File: config.mk
export PLATFORM = sky130hd
export DESIGN_NAME = adc_spi_capture_flat
export DESIGN_NICKNAME = d
export VERILOG_FILES = /design/src/rtl/adc_spi_capture_if.sv /design/src/rtl/adc_spi_capture.sv /design/src/flat_wrapper.sv
export SDC_FILE = /design/constraint.sdc
export NUM_CORES = 1
export LEC_CHECK = 0
export ABC_AREA = 1
export CAP_MARGIN = 20
export CORE_ASPECT_RATIO = 0.7
export CORE_MARGIN = 4
export CORE_UTILIZATION = 53
export CTS_BUF_LIST = sky130_fd_sc_hd__clkbuf_2 sky130_fd_sc_hd__clkbuf_4 sky130_fd_sc_hd__clkbuf_8
export CTS_CLUSTER_SIZE = 40
export DETAILED_ROUTE_END_ITERATION = 8
export PLACE_DENSITY = 0.77
export SLEW_MARGIN = 40
export SYNTH_ARGS = -nofsm -noshare
export SYNTH_HDL_FRONTEND = slang
export SYNTH_SLANG_ARGS = --single-unit
File: constraint.sdc
create_clock -name clk -period 1.89 [get_ports clk]
set_input_delay 0.567 -clock clk [delete_from_list [all_inputs] [get_ports clk]]
set_output_delay 0.567 -clock clk [all_outputs]
set_load 0.05 [all_outputs]
File: src/rtl/adc_spi_capture_if.sv
`timescale 1ns/1ps
// adc_spi_capture_if: sample stream from the ADC capture block to the UART transmitter.
// master drives the sample and its status flags; slave returns sample_ready.
interface adc_spi_capture_if;
    logic [13:0] sample_data;
    logic        sample_valid;
    logic        sample_ready;
    logic        overrun;

    modport master (
        output sample_data,
        output sample_valid,
        output overrun,
        input  sample_ready
    );

    modport slave (
        input  sample_data,
        input  sample_valid,
        input  overrun,
        output sample_ready
    );
endinterface

File: src/rtl/adc_spi_capture.sv
`timescale 1ns/1ps
// adc_spi_capture: SPI front end for the PGA/ADC pair.
// Optionally programs the amplifier gain after reset, then loops conversion frames forever:
// pulse ADC_Conv, clock 34 SPI_CLK cycles, capture channel A and publish it on a valid/ready
// stream. Optional build macro ADC_AMP_INIT_EN enables the post-reset amplifier load.
module adc_spi_capture #(
    parameter int unsigned CLK_DIV  = 8,
    parameter logic [7:0]  AMP_GAIN = 8'h11,
    parameter int unsigned CONV_GAP = 100
) (
    input  logic              clk,
    input  logic              rst,
    input  logic              MISO,
    output logic              MOSI,
    output logic              SPI_CLK,
    output logic              CS_AMP,
    output logic              ADC_Conv,
    adc_spi_capture_if.master smp
);

    typedef enum logic [2:0] {
        StAmpLoad,
        StAmpEnd,
        StConv,
        StShift,
        StPublish,
        StGap
    } state_e;

`ifdef ADC_AMP_INIT_EN
    localparam state_e StReset = StAmpLoad;
`else
    localparam state_e StReset = StConv;
`endif

    localparam logic [7:0]      DivLast = 8'(CLK_DIV - 1);
    localparam int unsigned     GapW    = (CONV_GAP > 1) ? $clog2(CONV_GAP) : 1;
    localparam logic [GapW-1:0] GapLast = GapW'(CONV_GAP - 1);

    state_e          state_q, state_d;
    logic            run_q;
    logic [7:0]      div_q, div_d;
    logic [6:0]      cnt_q, cnt_d;
    logic [GapW-1:0] gap_q, gap_d;
    logic            sclk_q, sclk_d;
    logic            conv_q, conv_d;
    logic [13:0]     cap_q, cap_d;
    logic [13:0]     data_q, data_d;
    logic            valid_q, valid_d;
    logic            overrun_q, overrun_d;
    logic            tick;
    logic            sclk_toggle;
    logic            state_chg;
    logic [5:0]      bit_idx;

    // run_q holds the divider for the first cycle out of reset, so the reset-entered state
    // gets its full length measured from the first edge, like any other state entry.
    assign tick    = run_q && (div_q == DivLast);
    // cnt_q counts SPI_CLK half-periods in SHIFT; the bit number is half of it.
    assign bit_idx = cnt_q[6:1];

    // FSM next state, SPI_CLK toggle request and MISO capture.
    always_comb begin
        state_d     = state_q;
        sclk_toggle = 1'b0;
        cap_d       = cap_q;
        unique case (state_q)
`ifdef ADC_AMP_INIT_EN
            StAmpLoad: begin
                // 16 toggling ticks, then one extra half-period of CS hold before AMP_END.
                if (tick) begin
                    if (cnt_q == 7'd16) begin
                        state_d = StAmpEnd;
                    end else begin
                        sclk_toggle = 1'b1;
                    end
                end
            end
            StAmpEnd: begin
                if (tick && cnt_q == 7'd1) begin
                    state_d = StConv;
                end
            end
`endif
            StConv: begin
                if (tick && cnt_q == 7'd1) begin
                    state_d = StShift;
                end
            end
            StShift: begin
                if (tick) begin
                    sclk_toggle = 1'b1;
                    // Falling tick: capture only the channel A bits 2..15.
                    if (sclk_q && bit_idx >= 6'd2 && bit_idx <= 6'd15) begin
                        cap_d = {cap_q[12:0], MISO};
                    end
                    if (cnt_q == 7'd67) begin
                        state_d = StPublish;
                    end
                end
            end
            StPublish: state_d = StGap;
            StGap: begin
                if (gap_q == GapLast) begin
                    state_d = StConv;
                end
            end
            default: state_d = StReset;
        endcase
    end

    // Divider, half-period counter, gap counter and the SPI_CLK / ADC_Conv levels.
    always_comb begin
        state_chg = (state_d != state_q);
        div_d     = (!run_q || state_chg || tick) ? 8'd0 : div_q + 8'd1;
        cnt_d     = state_chg ? 7'd0 : (tick ? cnt_q + 7'd1 : cnt_q);
        gap_d     = (state_q == StGap && !state_chg) ? gap_q + GapW'(1) : '0;
        sclk_d    = sclk_toggle ? ~sclk_q : sclk_q;
        if (state_d != StShift && state_d != StAmpLoad) begin
            sclk_d = 1'b0;
        end
        conv_d    = (state_d == StConv);
    end

    // Output stream: publish, consume, and flag an overwrite of an unconsumed sample.
    always_comb begin
        data_d    = data_q;
        valid_d   = valid_q;
        overrun_d = 1'b0;
        if (valid_q && smp.sample_ready) begin
            valid_d = 1'b0;
        end
        if (state_q == StPublish) begin
            data_d    = cap_q;
            valid_d   = 1'b1;
            overrun_d = valid_q && !smp.sample_ready;
        end
    end

    // Core state, counters and registered outputs.
    always_ff @(posedge clk or posedge rst) begin
        if (rst) begin
            state_q   <= StReset;
            run_q     <= 1'b0;
            div_q     <= 8'd0;
            cnt_q     <= 7'd0;
            gap_q     <= '0;
            sclk_q    <= 1'b0;
            conv_q    <= 1'b0;
            cap_q     <= 14'd0;
            data_q    <= 14'd0;
            valid_q   <= 1'b0;
            overrun_q <= 1'b0;
        end else begin
            state_q   <= state_d;
            run_q     <= 1'b1;
            div_q     <= div_d;
            cnt_q     <= cnt_d;
            gap_q     <= gap_d;
            sclk_q    <= sclk_d;
            conv_q    <= conv_d;
            cap_q     <= cap_d;
            data_q    <= data_d;
            valid_q   <= valid_d;
            overrun_q <= overrun_d;
        end
    end

`ifdef ADC_AMP_INIT_EN
    logic       cs_q, cs_d;
    logic       mosi_q, mosi_d;
    logic [7:0] amp_sh_q, amp_sh_d;

    // Gain word shifts out MSB first; MOSI only moves when SPI_CLK falls.
    always_comb begin
        amp_sh_d = amp_sh_q;
        if (state_q == StAmpLoad && sclk_toggle && sclk_q) begin
            amp_sh_d = {amp_sh_q[6:0], 1'b0};
        end
        cs_d   = (state_d != StAmpLoad);
        mosi_d = (state_d == StAmpLoad) ? amp_sh_d[7] : 1'b0;
    end

    // Amplifier chip select, data line and gain shift register.
    always_ff @(posedge clk or posedge rst) begin
        if (rst) begin
            cs_q     <= 1'b1;
            mosi_q   <= 1'b0;
            amp_sh_q <= AMP_GAIN;
        end else begin
            cs_q     <= cs_d;
            mosi_q   <= mosi_d;
            amp_sh_q <= amp_sh_d;
        end
    end

    assign CS_AMP = cs_q;
    assign MOSI   = mosi_q;
`else
    logic unused_amp_gain;
    assign unused_amp_gain = ^AMP_GAIN;
    assign CS_AMP          = 1'b1;
    assign MOSI            = 1'b0;
`endif

    assign SPI_CLK          = sclk_q;
    assign ADC_Conv         = conv_q;
    assign smp.sample_data  = data_q;
    assign smp.sample_valid = valid_q;
    assign smp.overrun      = overrun_q;

endmodule

File: src/flat_wrapper.sv
// flat-port wrapper written by rule: the top's interface ports become plain ports
module adc_spi_capture_flat 
#(
    parameter int unsigned CLK_DIV  = 8,
    parameter logic [7:0]  AMP_GAIN = 8'h11,
    parameter int unsigned CONV_GAP = 100
)
  (clk, rst, MISO, MOSI, SPI_CLK, CS_AMP, ADC_Conv, smp_sample_data, smp_sample_valid, smp_overrun, smp_sample_ready);
  adc_spi_capture_if smp_i ();
  input  logic clk;
  input  logic rst;
  input  logic MISO;
  output logic MOSI;
  output logic SPI_CLK;
  output logic CS_AMP;
  output logic ADC_Conv;
  output wire logic [$bits(smp_i.sample_data)-1:0] smp_sample_data;
  output wire logic [$bits(smp_i.sample_valid)-1:0] smp_sample_valid;
  output wire logic [$bits(smp_i.overrun)-1:0] smp_overrun;
  input wire logic [$bits(smp_i.sample_ready)-1:0] smp_sample_ready;
  assign smp_sample_data = smp_i.sample_data;
  assign smp_sample_valid = smp_i.sample_valid;
  assign smp_overrun = smp_i.overrun;
  assign smp_i.sample_ready = smp_sample_ready;
  adc_spi_capture #(.CLK_DIV(CLK_DIV), .AMP_GAIN(AMP_GAIN), .CONV_GAP(CONV_GAP)) u_core (.clk(clk), .rst(rst), .MISO(MISO), .MOSI(MOSI), .SPI_CLK(SPI_CLK), .CS_AMP(CS_AMP), .ADC_Conv(ADC_Conv), .smp(smp_i));
endmodule
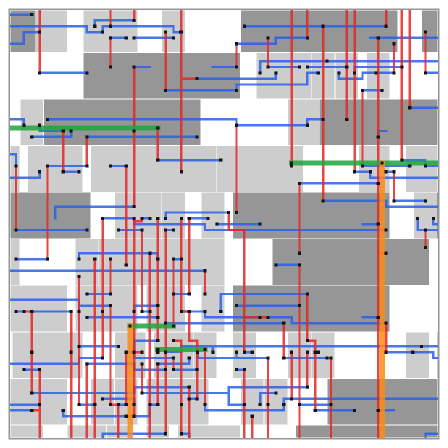
**Above:** a small window of the routed layout.
Region (33, 21) to (58, 46) um. Cells in grey, sequential cells in the stronger grey; small squares are vias.
| layer | colour |
|---|---|
| met2 | red |
| met3 | green |
| met4 | orange |
| met1 | blue |
cells with their middle in the window: 47
most frequent: nand2_1 (9), dfrtp_1 (9)
netlist names of flops here include: `u_core.cap_q` (3), `u_core.div_q` (2), `u_core.state_q` (2)
sequential cells in the window: 9

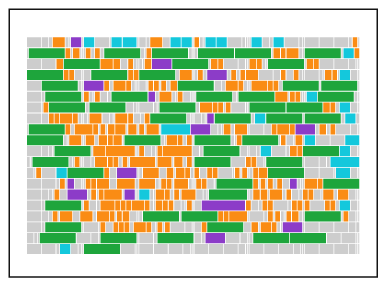
**Above:** placed cells, one colour a class.
Scale: 4 px per um. Fill, decap, tap and diode cells in grey.
| class | colour | cells |
|---|---|---|
| all other logic | orange | 208 |
| other buffers and delay cells | cyan | 26 |
| clock drivers and dummy loads | purple | 16 |
| flip-flops | green | 58 |

==> results.py <==
# Auto-generated metrics
metrics = {
    "run_status": {
        "status": "finished, final reports clean",
    },
    "power": {
        "leakage_nw": 1.49,
        "ir_drop_uv": 468,
        "power_mw": 2.43,
        "swShare_pct": 22.0,
        "p_comb_share_pct": 3.5,
        "p_sw_mw": 0.534,
        "combinationalPower_mw": 0.0840,
        "top_power_group": "sequential cells",
        "p_per_area_nw_per_um2": 791,
        "power_frac_seq_pct": 52.0,
        "p_int_mw": 1.89,
    },
    "cts": {
        "clock-sinks": 58,
        "ctsHtreeMaxLevel": 3,
        "cts_max_path_buffers": 2,
        "numCtsBuffers": 9,
        "cts_tree": "yes",
        "ctsRootBufferMaster": "clkbuf_8",
        "post_cts_resized": 0,
    },
    "synth": {
        "synth-xor-area-share_pct": 4.72,
        "syn_inst": 271,
        "synthAdderAreaFrac_pct": 1.93,
        "mux_area_share_pct": 0.819,
        "ys_chip_area_um2": 2600,
        "synth_top_flop_cell": "dfrtp_1",
        "syn_area_per_cell_um2": 9.58,
        "ys_async_sr_fraction_pct": 100,
        "ys_ff": 58,
        "ys_types": 29,
        "yosysSeqAreaShare_pct": 56.0,
        "area_leaders": "dfrtp_1, nand2_1, nor2_1",
        "ys_warn_count": 0,
        "synthSimpleGateAreaFrac_pct": 21.4,
        "edf_count": 0,
        "top_area_share_pct": 54.9,
        "syn_area_um2": 2600,
    },
    "worst_hold_path": {
        "hp-start": "u_core.div_q[0]",
        "hold_end": "u_core.div_q[0]",
        "hp-class": "flop to flop",
        "min_path_cells": 1,
    },
    "cells_and_area": {
        "area_delta_synth_final_pct": 18.2,
        "diodes": 0,
        "nFillCells": 371,
        "layout.nets": 311,
    },
    "critical_path": {
        "crit_top_cell": "nand2_1",
        "critPathMaxFanout": 8,
        "endpoint_kind": "flop",
        "crit_end": "u_core.div_q[6]",
        "arrival_ns": 1.93,
        "crit_buf_inv": 1,
        "cp_cell_sequence": "ha_1 -> nand2_1 -> inv_1 -> nand2_2 -> nor2_8 -> nand2_1 -> nand2_1 -> nand3_2 -> nand2_1 -> nand2_2 -> nand3_4 -> nor2_1",
        "critPathTopFamily": "simple AND/OR/NAND/NOR gates",
        "critical_path_required_ns": 2.11,
        "critPathMaxStageDelay_ns": 0.37,
        "worst_r2r_endpoint": "u_core.div_q[6]",
        "reg2reg_from": "u_core.div_q[0]",
        "critPathKind": "flop to flop",
        "cp_num_cells": 12,
    },
    "global_routing": {
        "met3_usage_pct": 6.09,
        "grt.met2_usage_pct": 25.0,
        "grt_util_met1_pct": 24.6,
        "grt_max_degree": 59,
        "gr-usage-all-layers_pct": 17.7,
        "grt_pass1_vias": 1752,
        "grt_overflow_total": 0,
        "busiest_layer": "met2",
        "grt_pass1_wl_mm": 8.27,
    },
    "detailed_routing": {
        "drt-met1-wl_mm": 2.41,
        "drt_wl_total_mm": 4.62,
        "vias_per_cell": 4.78,
        "postRouteAntennaNets": 0,
        "topRoutingLayerUsed": "met4",
        "met2WireLength_mm": 1.91,
        "route.detailed.wl_per_inst_um": 12.4,
        "dr.pass1.iters": 4,
    },
    "flow_run": {
        "tool_warnings": 27,
        "drv_cap": 0,
    },
    "placed_design": {
        "io_buffers": 21,
    },
    "final_timing": {
        "finalCriticalPeriod_ns": 1.72,
        "slew_viol_final": 0,
        "finalCritPeriodShare_pct": 90.9,
        "finalHoldViolCount": 0,
        "fmax_mhz": 582,
    },
    "die": {
        "die_height_um": 66.6,
        "ios": 24,
        "dieArea_um2": 6100,
        "die_w_um": 91.7,
    },
}
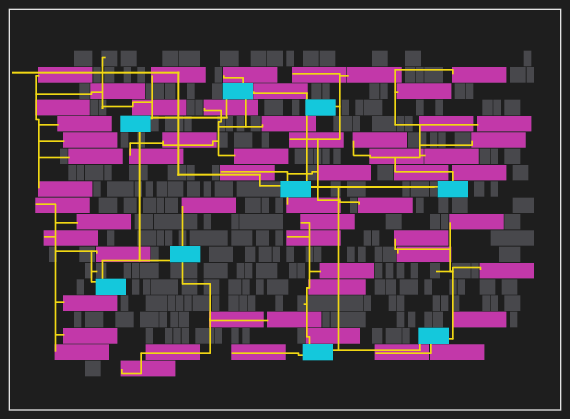
**Above:** clock distribution.
Scale: 6 px per um.
[flip-flops] magenta | count: 58
[cells driving clock nets] cyan | count: 9
[clock wires] yellow | length: 718 um
routed clock nets: 10
clock power share: 44.5%
Setup Skew: 0.00816 ns
clk pwr: 1.08 mW
clk latency late pin: 0.33 ns

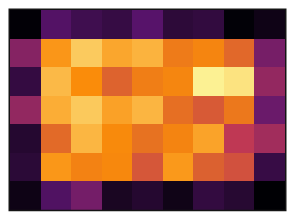
**Above:** placement density heat map.
Scale: 3 px per um. 9 x 7 tiles, from black (low) to pale yellow (high), 0 to 100% covered.
densest ninth of the die: middle
fullest tile: 97%
tiles over 75% full: 24%
emptiest ninth of the die: bottom right
mean over tiles: 49%
nearly empty tiles: 4.8%
Core ar.: 4530 um^2
post-layout util: 67.8%
Initial Util: 57.3%

## stage by stage
step	instance area, um^2	hold WS, ns	setup slack (ns)	cells
finish	3070	0.458	0.172	374
floorplan	2600	0.423	0.302	272
global placement	2860	0.435	0.230	356
global route	3070	0.487	-0.0157	374
CTS	3050	0.460	0.161	372
detailed placement	2860	0.451	0.183	356
## cell families after synthesis
kind of cell	Yosys count
AND-OR/OR-AND	29
buffers and inverters	43
AND/OR/NAND/NOR	119
XOR/XNOR	14
flip-flops	58
adder cells (fa/ha/maj)	4
other	2
multiplexers	2
## final cells by class
cell class,instances,area (um^2),share of cell area (%)
tap,66,82.6,2.69
timing repair buffer,26,228,7.42
inverter,36,139,4.53
multi-input combinational,172,978,31.9
clock inverter,6,57.6,1.88
clock buffer,10,131,4.28
sequential,58,1450,47.3
Power and IR drop assume default switching activity.
